## config.mk

```make
export PLATFORM = sky130hd
export DESIGN_NAME = mem_arbiter
export DESIGN_NICKNAME = d
export VERILOG_FILES = /design/src/rtl/mem_arbiter_pkg.sv /design/src/rtl/mem_arbiter_pick.sv /design/src/rtl/mem_arbiter.sv
export SDC_FILE = /design/constraint.sdc
export NUM_CORES = 1
export LEC_CHECK = 0
export CAP_MARGIN = 40
export CORE_AREA = 10 10 99 145
export DETAILED_ROUTE_END_ITERATION = 8
export DIE_AREA = 0 0 109 155
export PLACE_DENSITY = 0.8
export SLEW_MARGIN = 40
export SYNTH_ARGS = -nofsm -noshare
export SYNTH_HDL_FRONTEND = slang
export SYNTH_HIERARCHICAL = 1
export SYNTH_SLANG_ARGS = --single-unit
```

## constraint.sdc

```tcl
create_clock -name clk -period 1.8 [get_ports clk]
set_clock_uncertainty 0.15 [all_clocks]
set_input_delay 0.18 -clock clk [delete_from_list [all_inputs] [get_ports clk]]
set_output_delay 0.18 -clock clk [all_outputs]
set_load 0.005 [all_outputs]
```

## src/rtl/mem_arbiter_pkg.sv

```systemverilog
// rtl/mem_arbiter_pkg.sv - shared FSM encoding, port IDs and memory command/width macros
`ifndef ADDRESS_WIDTH
`define ADDRESS_WIDTH 32
`endif
`ifndef DATA_WIDTH
`define DATA_WIDTH 32
`endif
`ifndef MEM_CMD_READ
`define MEM_CMD_READ 2'd0
`endif
`ifndef MEM_CMD_WRITE
`define MEM_CMD_WRITE 2'd1
`endif

package mem_arbiter_pkg;

  typedef enum logic [1:0] {
    IDLE  = 2'd0,
    ISSUE = 2'd1,
    WAIT  = 2'd2
  } arb_state_e;

  localparam logic ARB_PORT_FETCH = 1'b0;
  localparam logic ARB_PORT_LSU   = 1'b1;

endpackage

```

## src/rtl/mem_arbiter_pick.sv

```systemverilog
// rtl/mem_arbiter_pick.sv - grant selection; MEM_ARBITER_RR_EN selects round-robin, else fixed priority LSU over fetch
module mem_arbiter_pick
  import mem_arbiter_pkg::*;
(
  input  logic [1:0] valid_i,
  input  logic       last_grant_i,
  output logic       gnt_valid_o,
  output logic       gnt_port_o
);

  assign gnt_valid_o = |valid_i;

`ifdef MEM_ARBITER_RR_EN
  // On contention the port granted last loses.
  always_comb begin
    gnt_port_o = ARB_PORT_FETCH;
    if (&valid_i) begin
      gnt_port_o = ~last_grant_i;
    end else if (valid_i[1]) begin
      gnt_port_o = ARB_PORT_LSU;
    end
  end
`else
  logic unused_last_grant;
  assign unused_last_grant = last_grant_i;
  assign gnt_port_o = valid_i[1] ? ARB_PORT_LSU : ARB_PORT_FETCH;
`endif

endmodule

```

## src/rtl/mem_arbiter.sv

```systemverilog
// rtl/mem_arbiter.sv - two-port arbiter in front of the single-port memory, one transaction outstanding
// Optional round-robin selection via MEM_ARBITER_RR_EN (handled in mem_arbiter_pick).
module mem_arbiter
  import mem_arbiter_pkg::*;
#(
  parameter int ADDR_W = `ADDRESS_WIDTH,
  parameter int DATA_W = `DATA_WIDTH,
  parameter int CMD_W  = 2
) (
  input  logic              clk,
  input  logic              reset,
  input  logic              p0_valid,
  output logic              p0_ready,
  input  logic [ADDR_W-1:0] p0_address,
  input  logic [CMD_W-1:0]  p0_cmd,
  input  logic [DATA_W-1:0] p0_data,
  output logic              p0_res_valid,
  input  logic              p0_res_ready,
  output logic [DATA_W-1:0] p0_res_data,
  input  logic              p1_valid,
  output logic              p1_ready,
  input  logic [ADDR_W-1:0] p1_address,
  input  logic [CMD_W-1:0]  p1_cmd,
  input  logic [DATA_W-1:0] p1_data,
  output logic              p1_res_valid,
  input  logic              p1_res_ready,
  output logic [DATA_W-1:0] p1_res_data,
  output logic              mem_valid,
  input  logic              mem_ready,
  output logic [ADDR_W-1:0] mem_address,
  output logic [CMD_W-1:0]  mem_cmd,
  output logic [DATA_W-1:0] mem_data,
  input  logic              mem_res_valid,
  output logic              mem_res_ready,
  input  logic [DATA_W-1:0] mem_res_data
);

  arb_state_e        state_q;
  logic              grant_q;
  logic              last_grant_q;
  logic              mem_valid_q;
  logic [ADDR_W-1:0] addr_q;
  logic [CMD_W-1:0]  cmd_q;
  logic [DATA_W-1:0] data_q;

  logic pick_valid;
  logic pick_port;
  logic accept;
  logic in_wait;
  logic gnt_res_ready;

  mem_arbiter_pick u_pick (
    .valid_i      ({p1_valid, p0_valid}),
    .last_grant_i (last_grant_q),
    .gnt_valid_o  (pick_valid),
    .gnt_port_o   (pick_port)
  );

  // Gated by reset so no requester sees ready while reset is asserted.
  assign accept   = reset && (state_q == IDLE) && pick_valid;
  assign p0_ready = accept && (pick_port == ARB_PORT_FETCH);
  assign p1_ready = accept && (pick_port == ARB_PORT_LSU);

  always_ff @(posedge clk or negedge reset) begin
    if (!reset) begin
      state_q      <= IDLE;
      grant_q      <= ARB_PORT_FETCH;
      last_grant_q <= ARB_PORT_LSU;
      mem_valid_q  <= 1'b0;
      addr_q       <= '0;
      cmd_q        <= '0;
      data_q       <= '0;
    end else begin
      case (state_q)
        IDLE: begin
          if (accept) begin
            addr_q       <= pick_port ? p1_address : p0_address;
            cmd_q        <= pick_port ? p1_cmd     : p0_cmd;
            data_q       <= pick_port ? p1_data    : p0_data;
            grant_q      <= pick_port;
            last_grant_q <= pick_port;
            mem_valid_q  <= 1'b1;
            state_q      <= ISSUE;
          end
        end
        ISSUE: begin
          if (mem_ready) begin
            mem_valid_q <= 1'b0;
            state_q     <= WAIT;
          end
        end
        WAIT: begin
          if (mem_res_valid && mem_res_ready) begin
            state_q <= IDLE;
          end
        end
        default: state_q <= IDLE;
      endcase
    end
  end

  assign mem_valid   = mem_valid_q;
  assign mem_address = addr_q;
  assign mem_cmd     = cmd_q;
  assign mem_data    = data_q;

  // Response path is purely combinational so it adds no latency.
  assign in_wait       = (state_q == WAIT);
  assign gnt_res_ready = (grant_q == ARB_PORT_LSU) ? p1_res_ready : p0_res_ready;
  assign mem_res_ready = in_wait && gnt_res_ready;
  assign p0_res_valid  = in_wait && (grant_q == ARB_PORT_FETCH) && mem_res_valid;
  assign p1_res_valid  = in_wait && (grant_q == ARB_PORT_LSU) && mem_res_valid;
  assign p0_res_data   = mem_res_data;
  assign p1_res_data   = mem_res_data;

endmodule
```

==> flow.log <==
[flow] summary of implementation run
INFO  metric run_status = completed
INFO  metric cts_num_sinks = approximately 70
INFO  metric numCtsBuffers = 9
INFO  metric chip_area = approximately 17000 um^2
INFO  metric rsz0062_at_grt = no
INFO  metric switching_share = between 20 and 30%
INFO  metric tns = 0 ns
INFO  metric synthCells = 377
INFO  metric std_cell_rows = 49
INFO  metric pwr_density_cell = about 1300 nW/um^2
INFO  metric vias = 3055
INFO  metric first_global_vias = ~3400
INFO  metric syn-mean-instance-area = about 10 um^2
INFO  metric power_switching = 2.321 mW
INFO  metric power.leakage = around 2.6 nW
INFO  metric vias_per_cell = around 4.5
INFO  metric critical_path.max_fanout = 4
INFO  metric power.internal = 5.503 mW
INFO  metric hpwlAfterDp = between 10 and 15 mm
INFO  metric final.hold.worst_slack = between 0.05 and 0.06 ns
INFO  metric route.final.wire_length = 12.29 mm
INFO  metric achievable-frequency = ~0.58 GHz
INFO  metric num-nets-final = about 700
INFO  metric initialDrtViolationCount = 48
INFO  metric critPathKind = reg -> out
INFO  metric max_slew_headroom_at_the_worst_pin = a little under three fifths
INFO  metric post-place-cells = between 600 and 700
INFO  metric finalSetupViolations = 0
INFO  metric min_period = ~1.7 ns
INFO  metric floorplan.nets = roughly 550
INFO  metric final-hold-violation-count = 0
INFO  metric launch_point_of_the_worst_reg_to_reg_path = state_q[0]
INFO  metric drt-pass1-iter-count = 4
INFO  metric fillers = 1076
INFO  metric cp.required = between 1 and 1.5 ns
INFO  metric detail_route.wl_per_cell = ~18 um
INFO  metric drv_slew = 0
INFO  metric worstSkewPairLatency = between 0.3 and 0.4 ns
INFO  metric die_h = about 160 um
INFO  metric synth_warnings = 6
INFO  metric cpPeakStageDelay = 0.40 ns
INFO  metric final_area = around 5800 um^2
INFO  metric power_frac_clock = 24.5%
INFO  metric fp-utilization = roughly a third
INFO  metric cpMaxStageDelayCell = dfrtp_1
INFO  metric cts-htree-levels = 3
INFO  metric design.core.area = 11830 um^2
INFO  metric ff2ff_path_depth = 4
INFO  metric grt_max_degree = just over 70
INFO  metric io_buffers = 211
INFO  metric grt_use_total = between 10% and 20%
INFO  metric comb_power_share = about 41%
INFO  metric area_growth = 55.57%
INFO  metric placed_cell_areas = between 5000 and 6000 um^2
INFO  metric stage_log_warnings = 26
INFO  metric crit_path_start = state_q[0]
INFO  metric drive_above_1_share = 6.439%
INFO  metric tightest_slew = ~0.65 ns
INFO  metric cts_tree = built
INFO  metric number_of_buffers_on_the_longest_clock_path = 2
INFO  metric gr-total-overflow = 0
INFO  metric die_width = roughly 110 um
INFO  metric root_buffer = clkbuf_16
INFO  metric drc = 0
INFO  metric worst_setup_path_end_kind = output pin
INFO  metric worst_ir_drop_vdd = a little under 0.7 mV
INFO  metric num_io_pins = 308
INFO  metric min_period_over_period = 95.76%
INFO  metric hold_start = p1_valid
INFO  metric route.antenna.remaining_nets = 0
INFO  metric routabilityCongestion = between 0.8 and 0.9
INFO  metric hold_depth = 4
INFO  metric number_of_maximum_capacitance_constraint_violations = 0
INFO  metric timing.critical_path.arrival = 1.39 ns
INFO  metric grt_first_pass_wirelength = roughly 19 mm
INFO  metric clock_pin_transition_on_the_worst_setup_and_hold_timing_paths = roughly 0.06 ns
INFO  metric p_total = just under 8 mW
INFO  metric initial_antenna_violation_count = 0
INFO  metric worst_setup_path_start_kind = flip-flop
INFO  metric hold_path_class = in -> reg
INFO  metric path_cells = nand2b_1, nor3b_2, dlygate4sd2_1
INFO  metric final_cells = approximately 680
INFO  metric synth_area = ~3800 um^2
INFO  metric n_antenna_cell = 0
INFO  metric seq_power_share = between 30% and 40%
==> sequential cells by signal, summed over array words and instances, names as in the netlist <==
| name | count |
|---|---|
| mem_address | 32 |
| grant_q | 1 |
| mem_cmd | 2 |
| state_q | 2 |
| mem_valid | 1 |
| mem_data | 32 |
==> metrics by stage <==
stage / util, % / worst slack, ns
5_1_grt: 49.43 / 0.001857
2_1_floorplan: - / 0.3050
6_report: 49.43 / 0.07633
3_5_place_dp: 46.49 / -0.2567
3_3_place_gp: 46.46 / -0.2420
4_1_cts: 49.48 / 0.00002232
==> metal layers <==
layer  global-route usage (%)  share of wire, %  vias to the layer above
met1                    13.69                34                     1376
met5                        0                 0                        -
met3                    5.624               9.5                       58
li1                         -                 -                     1486
met2                    24.76                51                      135
met4                    10.08               6.0                        0
==> what timing repair did <==
action	CTS	global route
endpoints found under the hold margin	70	0
setup buffers	3	0
gates resized	7	4
hold buffers	1	0
endpoints found under the setup margin	5	3
==> path summary, 6_finish.rpt <==
check	end	slack, ns
setup / recovery	p0_res_valid	0.08
hold / removal	grant_q	0.06
setup reg to reg	mem_data[6]	0.24
hold reg to reg	mem_valid	0.32
max in group asynchronous	mem_address[24]	0.62
min in group asynchronous	grant_q	0.41
==> power by group through the flow <==
stage | Combinational [mW] | Sequential (mW) | Clock, mW
after floorplan | 1.09 | 2.79 | 0
after global routing | 3.54 | 2.81 | 2.04
after global placement | 3.12 | 2.74 | 0
after CTS | 3.27 | 2.73 | 1.97
final | 3.19 | 2.72 | 1.92
after detailed placement | 3.21 | 2.77 | 0
==> area by class of cell <==
| class | instances | area, um^2 | area share [%] |
|---|---|---|---|
| Clock buffer | 10 | 239.0 | 4.086 |
| Clock inverter | 6 | 85.08 | 1.455 |
| Inverter | 2 | 7.507 | 0.1283 |
| Multi-Input combinational cell | 217 | 1373 | 23.47 |
| Sequential cell | 70 | 1752 | 29.95 |
| Tap cell | 153 | 191.4 | 3.273 |
| Timing Repair Buffer | 223 | 2202 | 37.65 |
==> critical path: cells and delay by family (launching register included) <==
kind	cells	cell delay (ns)
DFF	1	0.40
and+or+nand+nor	2	0.39
buffers and inverters	1	0.27
==> placed cells by master (no fill, tap or decap) <==
| cell type | count |
|---|---|
| mux2i_1 | 67 |
| nand3b_1 | 1 |
| o21ai_1 | 5 |
| nor2b_1 | 1 |
| clkinvlp_4 | 2 |
| buf_6 | 1 |
| nor3b_2 | 1 |
| dlygate4sd2_1 | 3 |
| or2_4 | 1 |
| inv_1 | 2 |
| clkdlybuf4s50_1 | 204 |
| o21ai_0 | 62 |
| nand2b_1 | 1 |
| clkinv_2 | 2 |
| or2_1 | 1 |
| bufinv_16 | 2 |
| buf_12 | 1 |
| dlygate4sd3_1 | 1 |
| buf_4 | 11 |
| clkbuf_2 | 1 |
| nand4bb_4 | 1 |
| dfrtp_1 | 70 |
| clkbuf_16 | 9 |
| buf_2 | 1 |
| nand2_1 | 72 |
| nor2_1 | 3 |
| clkbuf_8 | 1 |
| and4b_1 | 1 |
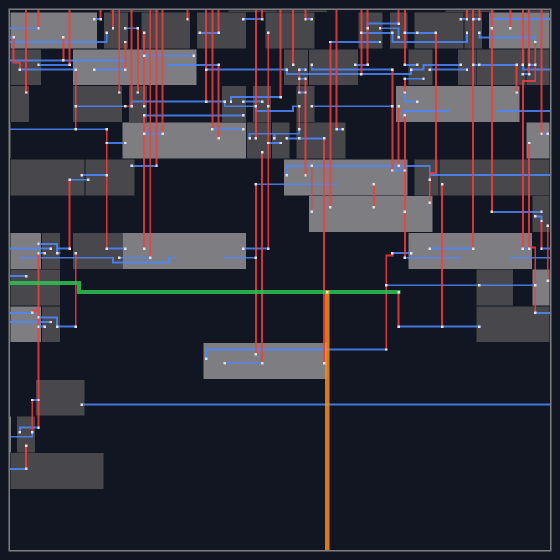
Fig. 1. A small window of the routed layout.
Region (34, 88) to (74, 128) um. Cells in gray, sequential cells in the stronger gray; small squares are vias.
[M2] red
[M3] green
[M4] orange
[M1] blue
cells with their middle in the window: 44
sequential cells in the window: 9
most frequent: clkdlybuf4s50_1 (12), nand2_1 (10), dfrtp_1 (9)
netlist names of flops here include: `mem_data` (9)

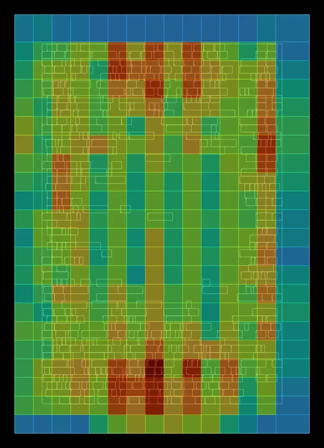
Fig. 2. Congestion heat map.
GR peak layer: met2
met3 GRT Util: 5.624%

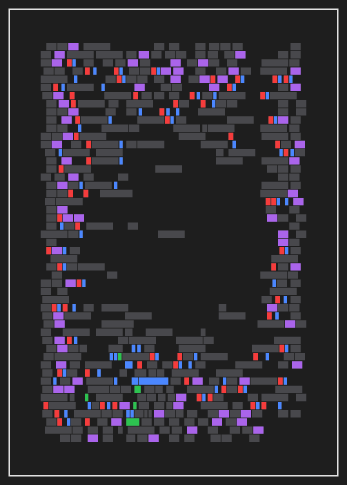
Fig. 3. Logic cells by family.
(3 px per um)
[mux cells] purple | cells: 67 | where: spread over the die
[nand cells] blue | cells: 75 | where: spread over the die
[aoi and oai cells] red | cells: 67 | where: spread over the die
[nor cells] green | cells: 5

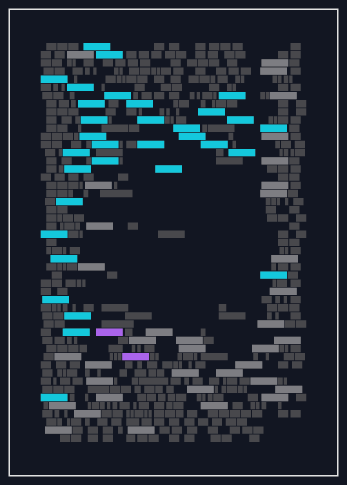
Fig. 4. Sequential cells grouped by signal name.
(3 px per um) Other sequential cells in the stronger gray, the rest of the logic in the fainter gray.
[`mem_data`] cyan | placed flops: 32
[`state_q`] purple | placed flops: 2

Power and IR drop assume default switching activity.
